[config.mk]
export PLATFORM = sky130hd
export DESIGN_NAME = multicycle_ctrl
export DESIGN_NICKNAME = d
export VERILOG_FILES = /design/src/rtl/riscv_ctrl_pkg.sv /design/src/rtl/alu_decoder.sv /design/src/rtl/multicycle_ctrl.sv
export SDC_FILE = /design/constraint.sdc
export NUM_CORES = 1
export LEC_CHECK = 0
export ABC_CLOCK_PERIOD_IN_PS = 2700
export CAP_MARGIN = 15
export CORE_UTILIZATION = 40
export CTS_CLUSTER_DIAMETER = 100
export DETAILED_ROUTE_END_ITERATION = 7
export HOLD_SLACK_MARGIN = 0.06
export MAX_ROUTING_LAYER = met4
export PLACE_DENSITY = 0.78
export RECOVER_POWER = 100
export SYNTH_ARGS = -nofsm -noshare
export SYNTH_HDL_FRONTEND = slang
export SYNTH_SLANG_ARGS = --single-unit
[constraint.sdc]
create_clock -name clk -period 2.7 [get_ports clk]
set_input_delay 0.54 -clock clk [delete_from_list [all_inputs] [get_ports clk]]
set_output_delay 0.54 -clock clk [all_outputs]
set_load 0.03 [all_outputs]
[src/rtl/riscv_ctrl_pkg.sv]
// Shared encodings for the multicycle RV32I controller: FSM states, opcodes,
// ALU operation codes and datapath mux selects.
package riscv_ctrl_pkg;

  typedef enum logic [3:0] {
    S_FETCH,
    S_DECODE,
    S_MEMADR,
    S_MEMREAD,
    S_MEMWB,
    S_MEMWRITE,
    S_EXECR,
    S_EXECI,
    S_ALUWB,
    S_BRANCH,
    S_JAL,
    S_HALT
  } state_t;

  // ALU operation class handed from the FSM to the ALU decoder
  typedef enum logic [1:0] {
    ALUOP_ADD   = 2'b00,
    ALUOP_SUB   = 2'b01,
    ALUOP_FUNCT = 2'b10
  } aluop_t;

  localparam logic [6:0] OP_LW     = 7'b0000011;
  localparam logic [6:0] OP_SW     = 7'b0100011;
  localparam logic [6:0] OP_RTYPE  = 7'b0110011;
  localparam logic [6:0] OP_ITYPE  = 7'b0010011;
  localparam logic [6:0] OP_BRANCH = 7'b1100011;
  localparam logic [6:0] OP_JAL    = 7'b1101111;

  localparam logic [2:0] ALU_ADD = 3'b000;
  localparam logic [2:0] ALU_SLL = 3'b001;
  localparam logic [2:0] ALU_SUB = 3'b010;
  localparam logic [2:0] ALU_XOR = 3'b100;
  localparam logic [2:0] ALU_SRL = 3'b101;
  localparam logic [2:0] ALU_OR  = 3'b110;
  localparam logic [2:0] ALU_AND = 3'b111;

  localparam logic [1:0] RES_ALUOUT    = 2'b00;
  localparam logic [1:0] RES_DATA      = 2'b01;
  localparam logic [1:0] RES_ALURESULT = 2'b10;

  localparam logic [1:0] SRCA_PC    = 2'b00;
  localparam logic [1:0] SRCA_OLDPC = 2'b01;
  localparam logic [1:0] SRCA_RS1   = 2'b10;

  localparam logic [1:0] SRCB_RS2  = 2'b00;
  localparam logic [1:0] SRCB_IMM  = 2'b01;
  localparam logic [1:0] SRCB_FOUR = 2'b10;

  localparam logic [1:0] IMM_I = 2'b00;
  localparam logic [1:0] IMM_S = 2'b01;
  localparam logic [1:0] IMM_B = 2'b10;
  localparam logic [1:0] IMM_J = 2'b11;

  // Only conditions resolvable from Zero and the raw sign bit are supported
  function automatic logic branch_legal(input logic [2:0] funct3);
    return (funct3 == 3'b000) || (funct3 == 3'b001) ||
           (funct3 == 3'b100) || (funct3 == 3'b101);
  endfunction

endpackage

[src/rtl/alu_decoder.sv]
// Maps the ALU operation class and funct fields onto the 3-bit ALUControl code.
// The illegal flag ignores the class and is only meaningful for R/I-type opcodes.
module alu_decoder
  import riscv_ctrl_pkg::*;
(
  input  aluop_t      aluop,
  input  logic [2:0]  funct3,
  input  logic        funct7b5,
  input  logic        op5,
  output logic [2:0]  alucontrol,
  output logic        illegal
);

  // slt/sltu have no compare op in the ALU and sra/srai cannot be done by a logical shifter
  always_comb begin
    illegal = 1'b0;
    case (funct3)
      3'b010, 3'b011: illegal = 1'b1;
      3'b101:         illegal = funct7b5;
      default:        illegal = 1'b0;
    endcase
  end

  always_comb begin
    alucontrol = ALU_ADD;
    case (aluop)
      ALUOP_SUB: alucontrol = ALU_SUB;
      ALUOP_FUNCT: begin
        case (funct3)
          3'b000:  alucontrol = (op5 && funct7b5) ? ALU_SUB : ALU_ADD;
          3'b001:  alucontrol = ALU_SLL;
          3'b100:  alucontrol = ALU_XOR;
          3'b101:  alucontrol = ALU_SRL;
          3'b110:  alucontrol = ALU_OR;
          3'b111:  alucontrol = ALU_AND;
          default: alucontrol = ALU_ADD;
        endcase
      end
      default: alucontrol = ALU_ADD;
    endcase
  end

endmodule

[src/rtl/multicycle_ctrl.sv]
// Multicycle RV32I control FSM driving the datapath enables, mux selects and ALUControl.
// Define MULTICYCLE_CTRL_TRAP_EN to halt on illegal instructions instead of treating them as NOPs.
module multicycle_ctrl
  import riscv_ctrl_pkg::*;
(
  input  logic       clk,
  input  logic       rst_n,
  input  logic [6:0] op,
  input  logic [2:0] funct3,
  input  logic       funct7b5,
  input  logic       Zero,
  input  logic       signFlag,
  output logic       PCWrite,
  output logic       AdrSrc,
  output logic       MemWrite,
  output logic       IRWrite,
  output logic       RegWrite,
  output logic [1:0] ResultSrc,
  output logic [1:0] ALUSrcA,
  output logic [1:0] ALUSrcB,
  output logic [1:0] ImmSrc,
  output logic [2:0] ALUControl,
  output logic       IllegalInstr
);

  state_t state;
  aluop_t aluop;
  logic   funct_illegal;
  logic   dec_illegal;
  logic   taken;

  alu_decoder u_alu_decoder (
    .aluop      (aluop),
    .funct3     (funct3),
    .funct7b5   (funct7b5),
    .op5        (op[5]),
    .alucontrol (ALUControl),
    .illegal    (funct_illegal)
  );

  always_comb begin
    dec_illegal = 1'b1;
    case (op)
      OP_LW, OP_SW, OP_JAL: dec_illegal = 1'b0;
      OP_RTYPE, OP_ITYPE:   dec_illegal = funct_illegal;
      OP_BRANCH:            dec_illegal = !branch_legal(funct3);
      default:              dec_illegal = 1'b1;
    endcase
  end

  always_comb begin
    taken = 1'b0;
    case (funct3)
      3'b000:  taken = Zero;
      3'b001:  taken = !Zero;
      3'b100:  taken = signFlag;
      3'b101:  taken = !signFlag;
      default: taken = 1'b0;
    endcase
  end

  always_ff @(posedge clk or negedge rst_n) begin
    if (!rst_n) begin
      state <= S_FETCH;
    end else begin
      case (state)
        S_FETCH: state <= S_DECODE;
        S_DECODE: begin
          if (dec_illegal) begin
`ifdef MULTICYCLE_CTRL_TRAP_EN
            state <= S_HALT;
`else
            state <= S_FETCH;
`endif
          end else begin
            case (op)
              OP_LW, OP_SW: state <= S_MEMADR;
              OP_RTYPE:     state <= S_EXECR;
              OP_ITYPE:     state <= S_EXECI;
              OP_BRANCH:    state <= S_BRANCH;
              OP_JAL:       state <= S_JAL;
              default:      state <= S_FETCH;
            endcase
          end
        end
        S_MEMADR:   state <= (op == OP_LW) ? S_MEMREAD : S_MEMWRITE;
        S_MEMREAD:  state <= S_MEMWB;
        S_MEMWB:    state <= S_FETCH;
        S_MEMWRITE: state <= S_FETCH;
        S_EXECR:    state <= S_ALUWB;
        S_EXECI:    state <= S_ALUWB;
        S_ALUWB:    state <= S_FETCH;
        S_BRANCH:   state <= S_FETCH;
        S_JAL:      state <= S_ALUWB;
        S_HALT:     state <= S_HALT;
        default:    state <= S_FETCH;
      endcase
    end
  end

  // Write enables are gated by rst_n so an abandoned instruction never commits
  always_comb begin
    PCWrite      = 1'b0;
    AdrSrc       = 1'b0;
    MemWrite     = 1'b0;
    IRWrite      = 1'b0;
    RegWrite     = 1'b0;
    ResultSrc    = RES_ALUOUT;
    ALUSrcA      = SRCA_PC;
    ALUSrcB      = SRCB_RS2;
    IllegalInstr = 1'b0;
    aluop        = ALUOP_ADD;
    case (state)
      S_FETCH: begin
        IRWrite   = 1'b1;
        PCWrite   = 1'b1;
        ALUSrcB   = SRCB_FOUR;
        ResultSrc = RES_ALURESULT;
      end
      S_DECODE: begin
        ALUSrcA      = SRCA_OLDPC;
        ALUSrcB      = SRCB_IMM;
        IllegalInstr = dec_illegal;
      end
      S_MEMADR: begin
        ALUSrcA = SRCA_RS1;
        ALUSrcB = SRCB_IMM;
      end
      S_MEMREAD: AdrSrc = 1'b1;
      S_MEMWB: begin
        ResultSrc = RES_DATA;
        RegWrite  = 1'b1;
      end
      S_MEMWRITE: begin
        AdrSrc   = 1'b1;
        MemWrite = 1'b1;
      end
      S_EXECR: begin
        ALUSrcA = SRCA_RS1;
        ALUSrcB = SRCB_RS2;
        aluop   = ALUOP_FUNCT;
      end
      S_EXECI: begin
        ALUSrcA = SRCA_RS1;
        ALUSrcB = SRCB_IMM;
        aluop   = ALUOP_FUNCT;
      end
      S_ALUWB: RegWrite = 1'b1;
      S_BRANCH: begin
        ALUSrcA = SRCA_RS1;
        ALUSrcB = SRCB_RS2;
        aluop   = ALUOP_SUB;
        PCWrite = taken;
      end
      S_JAL: begin
        ALUSrcA = SRCA_OLDPC;
        ALUSrcB = SRCB_FOUR;
        PCWrite = 1'b1;
      end
      S_HALT: IllegalInstr = 1'b1;
      default: ;
    endcase
    if (!rst_n) begin
      PCWrite      = 1'b0;
      MemWrite     = 1'b0;
      IRWrite      = 1'b0;
      RegWrite     = 1'b0;
      IllegalInstr = 1'b0;
    end
  end

  always_comb begin
    case (op)
      OP_LW, OP_ITYPE: ImmSrc = IMM_I;
      OP_SW:           ImmSrc = IMM_S;
      OP_BRANCH:       ImmSrc = IMM_B;
      OP_JAL:          ImmSrc = IMM_J;
      default:         ImmSrc = IMM_I;
    endcase
  end

endmodule
### Signal wires on met1, run 1

The bar under the picture is 10 um long.
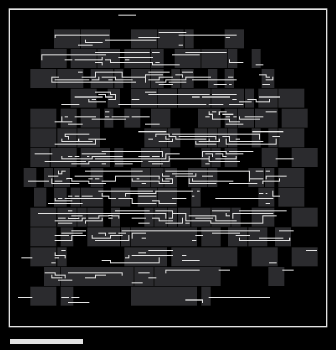
The layer carries 816 um of wire. The longest straight run is 18.9 um. The layer holds 45% of the routed length. 121 nets have wire on it.

### Metal 2, run 1

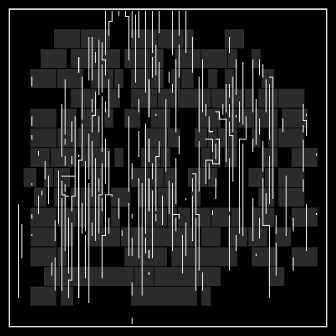
The longest straight run is 18.9 um. The wires run mostly vertical. The layer carries 878 um of wire. The layer holds 48% of the routed length.
vias after detailed routing: 823
detailed-route wire length: 1819 um
met2 global-route usage: 37.88%

### The metal 3 layer, run 1

The bar under the picture is 10 um long.
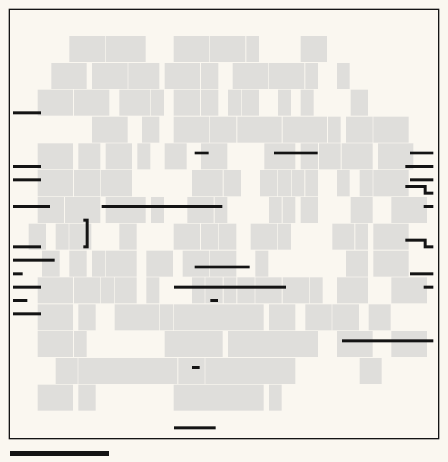
The longest straight run is 12.0 um. 25 nets have wire on it. The layer carries 91.0 um of wire. The wires run mostly horizontal. The layer holds 5.0% of the routed length.

### Cell outlines without signal wires, run 1

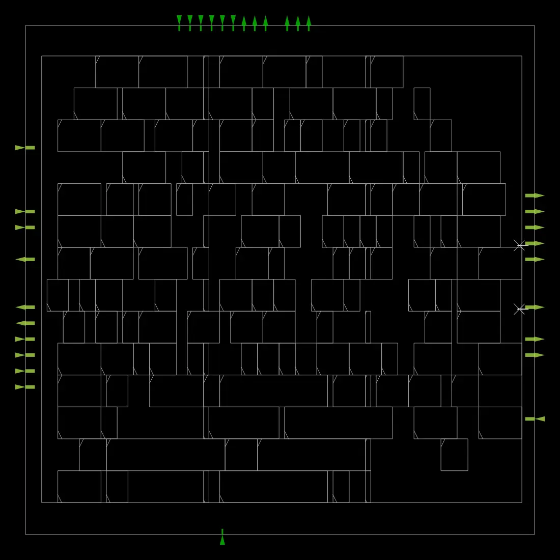
number of cell rows: 14
Core Box Area: 1559 um2
filler-free cell count of the finished design: 145
number of sequential cells in the layout: 4
Tap Cells: 16

==> results.toml, run 1 <==
# physical design summary
[timing]
grt_setup_unrepaired = "no"
worst_slack_ps = 75.78
finalCriticalPeriod_ps = 2624
finalHoldViolCount = 0
max_freq_mhz = 381.1
setup-violations-final = 0
transition_time_of_the_tightest_slew_check_pin_ps = 365.2
fin_tns_setup_ps = 0
finClkSkew_ps = 9.901
whs_ps = 671.4
maxSlewHeadroom_pct = 75.76
final_max_slew_viol_count = 0

[grt]
grt_start_max_net_pins = 15
antenna_found_initial = 0
grt-busiest-layer = "met2"
globalRouteTotalUtil_pct = 23.46
number_of_global_route_vias_before_repair = 757
grt_pass1_wl_um = 3194
groute.layer.met3.usage_pct = 2.917
grt_overflow = 0

[cts]
cts-buffers-inserted = 3
clock_sinks = 4
holdBufCountCts = 0
cts_htree_levels = 1
clk_ins_delay_skew_pair_ps = 240
tritoncts_clock_tree = "yes"

[critical_path]
worstPathRequired_ps = 2160
cpPeakStageDelay_ps = 500
timing.setup.critical_path_class = "input pin to output port"
crit_path_start_kind = "input pin"
critical_path_destination = "IllegalInstr"
timing.critical_path.depth = 6
timing.rr.end = "state[1]"
timing.critical_path.buf_inv = 2
crit_path_top_delay_cell = "sky130_fd_sc_hd__clkdlybuf4s50_1"
critical_path.startpoint = "op[6]"
critPathMaxFanout = 6
cell_depth_of_the_worst_flop_to_flop_path = 5
worstPathArrival_ps = 2080

[yosys]
top_logic_kind = "simple AND/OR/NAND/NOR gates"
yosys_warnings = 0
synth-simple-area-share_pct = 44.16
ys_sh_aoi_pct = 23.36
top_cell_types_by_occurrence_after_synthesis = "sky130_fd_sc_hd__nand2_1, sky130_fd_sc_hd__nor2_1"
yosys-stat-cells = 93
synthFlopType = "sky130_fd_sc_hd__dfrtp_1"
largest_area_cell = "sky130_fd_sc_hd__dfrtp_1"
ys_seq_share_pct = 14.60
edf_count = 0
post_synth_instance_area_um2 = 685.7
syn_avg_cell_area_um2 = 7.373
synth.cellmix.adderShare_pct = 3.650
synthesis.instances = 93
synth.area.top_cells = "sky130_fd_sc_hd__dfrtp_1, sky130_fd_sc_hd__nand2_1, sky130_fd_sc_hd__nor2_1, sky130_fd_sc_hd__clkbuf_8, sky130_fd_sc_hd__nand4bb_4"
yosys_xor_share_pct = 5.109
library_cells_used_by_synthesis = 41

[pwr]
vdd_drop_max_mv = 0.2344
sw_frac_of_total_pct = 48.41
power_frac_clock_pct = 14.8
power.density_cell_area_nw_per_um2 = 509.6
power.combinational.fraction_pct = 71.0
pg_seq_w = 0.0000735
power_leader = "combinational logic"
power_clock_w = 0.0000763
total_leakage_power_nw = 0.4521
p_int_w = 0.0002661
switchingPower_w = 0.0002497
seq_power_share_pct = 14.3
finalPower_w = 0.0005158

[routing]
via_per_inst = 5.676
detail_route.wirelength.met1_um = 815
wl_per_cell_um = 12.54
drc = 4
highest-signal-layer = "met4"
met3_length_um = 91
detailedRoute.firstIterationViolations = 29
dr.pass1.iters = 6
length_of_routed_met2_wiring_um = 877

[cells_and_area]
antenna_cells_inserted = 0
comb_area_share_pct = 52.66
final_nets = 148
post_route_cells_drive_above_1_share_pct = 15.50
nonClockInverterCount = 4
seqAreaFraction_pct = 9.889
finished_layout_cell_area_um2 = 1012
layout.nonclk_buf_share_pct = 31.77
syn_to_final_growth_pct = 47.63
largest_register_ffs = 4
regMostFlops = "state"
multiInputGateArea_um2 = 533.0
final_core_util_pct = 64.93
final.fill_count = 145
final_common_cell = "sky130_fd_sc_hd__clkdlybuf4s50_1"
clk_share_pct = 2.225
reg_top3 = "state: 4 flops"
final_cell_mix = "sky130_fd_sc_hd__clkdlybuf4s50_1, sky130_fd_sc_hd__nor2_1, sky130_fd_sc_hd__nand2_1"

[floorplan]
die_x_um = 43.40
fp_util_pct = 43.98
total_die_area_um2 = 1884
die_h_um = 43.40
io_pins = 32

[placed_design]
gpl.final_weighted_congestion = 0.8979
placement.io_buffers = 31
pre_cts_ws_ps = 114.3
dpl.hpwl_um = 1459
placement.cell_area_um2 = 1008
dpl.cell_count = 142

[job]
log.warning_count = 27
maxCapViolCount = 0

[worst_hold_path]
worst_hold_startpoint = "state[2]"
worst_hold_path.num_cells = 3
worst_hold_path.endpoint = "state[0]"
hp-class = "register to register"

[run_status]
outcome = "complete, but fails checks"
violations = "DRC"
==> inputs of run 2 (changes only) <==
--- a/config.mk
+++ b/config.mk
@@ -7,6 +7,7 @@
 export LEC_CHECK = 0
 export ABC_CLOCK_PERIOD_IN_PS = 2700
 export CAP_MARGIN = 15
+export CORE_MARGIN = 1.5
 export CORE_UTILIZATION = 40
 export CTS_CLUSTER_DIAMETER = 100
 export DETAILED_ROUTE_END_ITERATION = 7
### The metal 3 layer, run 2

The bar under the picture is 10 um long.
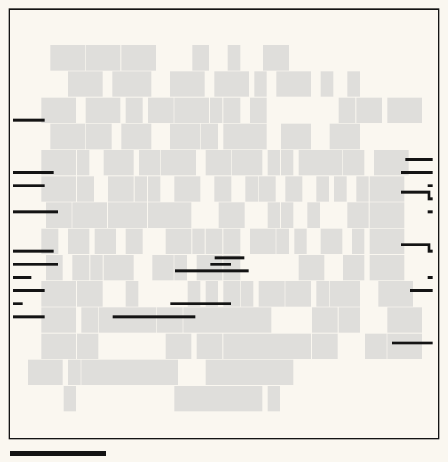
The longest straight run is 8.30 um. 24 nets have wire on it. The layer carries 76.6 um of wire. The wires run mostly horizontal.
GRT met3 Usage: 1.224%
detailed-route wire length: 1791 um
vias after detailed routing: 815

### Cell outlines without signal wires, run 2

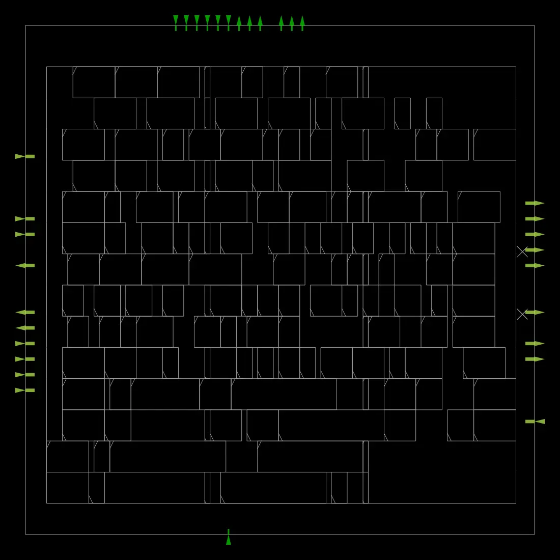
Fill cells: 157
Post-Route Utilization: 64.93%
sequential cell area share: 9.889%

### Sizing map, run 2

The bar under the picture is 10 um long.
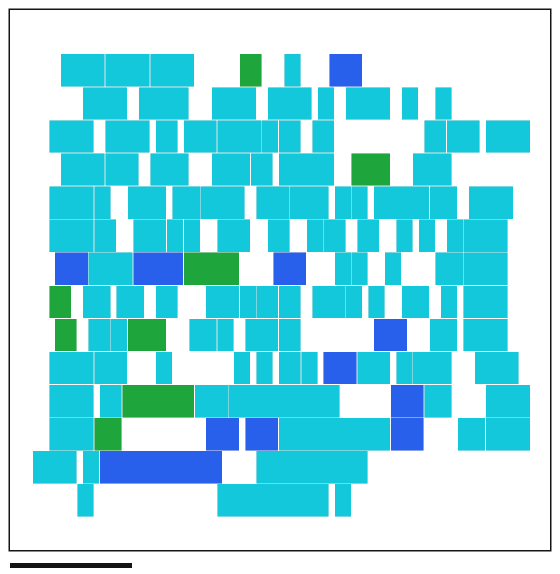
Green shows drive 2, cells 8. Cyan shows drive 1 or less, cells 110. Blue shows drive 3 to 4, cells 11.
final worst slack: 106.0 ps
Buffers, non-clock: 37
finished layout cell area: 1012 um2

==> results.toml, run 2 <==
# physical design summary
[run_status]
outcome = "complete, but fails checks"
violations = "DRC"

[routing]
detail_route.wirelength.met1_um = 783
drc = 2
via_per_inst = 5.621
detailedRoute.firstIterationViolations = 15
highest-signal-layer = "met3"
wl_per_cell_um = 12.35
met3_length_um = 76

[grt]
grt-busiest-layer = "met2"
antenna_found_initial = 0
gr-usage-met2_pct = 35.88
grt_pass1_wl_um = 3167
number_of_global_route_vias_before_repair = 758
grt_start_max_net_pins = 15

[floorplan]
die_h_um = 44.40
die_x_um = 44.40
io_pins = 32
rows = 14
placeableCoreArea_um2 = 1559

[timing]
finalHoldViolCount = 0
final_max_slew_viol_count = 0
setup-violations-final = 0
maxSlewHeadroom_pct = 75.93
max_freq_mhz = 385.5
transition_time_of_the_tightest_slew_check_pin_ps = 362.6

[worst_hold_path]
hp-class = "register to register"
worst_hold_startpoint = "state[2]"

[cells_and_area]
comb_area_share_pct = 52.66
regMostFlops = "state"
largest_register_ffs = 4
final_common_cell = "sky130_fd_sc_hd__clkdlybuf4s50_1"
reg_top3 = "state: 4 flops"
antenna_cells_inserted = 0
final_cell_mix = "sky130_fd_sc_hd__clkdlybuf4s50_1, sky130_fd_sc_hd__nor2_1, sky130_fd_sc_hd__nand2_1"
nFlopsAndLatches = 4
post_route_cells_drive_above_1_share_pct = 14.73

[cts]
tritoncts_clock_tree = "yes"
holdBufCountCts = 0
clk_ins_delay_skew_pair_ps = 230
clock_sinks = 4
cts-buffers-inserted = 3

[yosys]
yosys_xor_share_pct = 5.109
synthesis.instances = 93
top_logic_kind = "simple AND/OR/NAND/NOR gates"
library_cells_used_by_synthesis = 41
yosys-stat-cells = 93
top_cell_types_by_occurrence_after_synthesis = "sky130_fd_sc_hd__nand2_1, sky130_fd_sc_hd__nor2_1"
synthFlopType = "sky130_fd_sc_hd__dfrtp_1"
synth.cellmix.adderShare_pct = 3.650
syn_avg_cell_area_um2 = 7.373
post_synth_instance_area_um2 = 685.7
ys_sh_aoi_pct = 23.36
synth.area.top_cells = "sky130_fd_sc_hd__dfrtp_1, sky130_fd_sc_hd__nand2_1, sky130_fd_sc_hd__nor2_1, sky130_fd_sc_hd__clkbuf_8, sky130_fd_sc_hd__nand4bb_4"

[placed_design]
dpl.cell_count = 142
pre_cts_ws_ps = 119.8
placement.io_buffers = 31
placement.cell_area_um2 = 1008

[pwr]
pg_seq_w = 0.0000733
finalPower_w = 0.0005125
power.density_cell_area_nw_per_um2 = 506.3
switchingPower_w = 0.0002462
power_leader = "combinational logic"
vdd_drop_max_mv = 0.3661
total_leakage_power_nw = 0.4666
power_clock_w = 0.0000728
p_int_w = 0.0002663
power_frac_clock_pct = 14.2
seq_power_share_pct = 14.3

[critical_path]
timing.setup.critical_path_class = "input pin to output port"
cpPeakStageDelay_ps = 660
critPathMaxFanout = 6
timing.rr.end = "state[2]"
critical_path.startpoint = "rst_n"
timing.critical_path.depth = 3
timing.critical_path.buf_inv = 2
crit_path_start_kind = "input pin"
crit_path_top_delay_cell = "sky130_fd_sc_hd__dlygate4sd3_1"
worstPathArrival_ps = 2050
worstPathRequired_ps = 2160

[job]
log.warning_count = 27
maxCapViolCount = 0
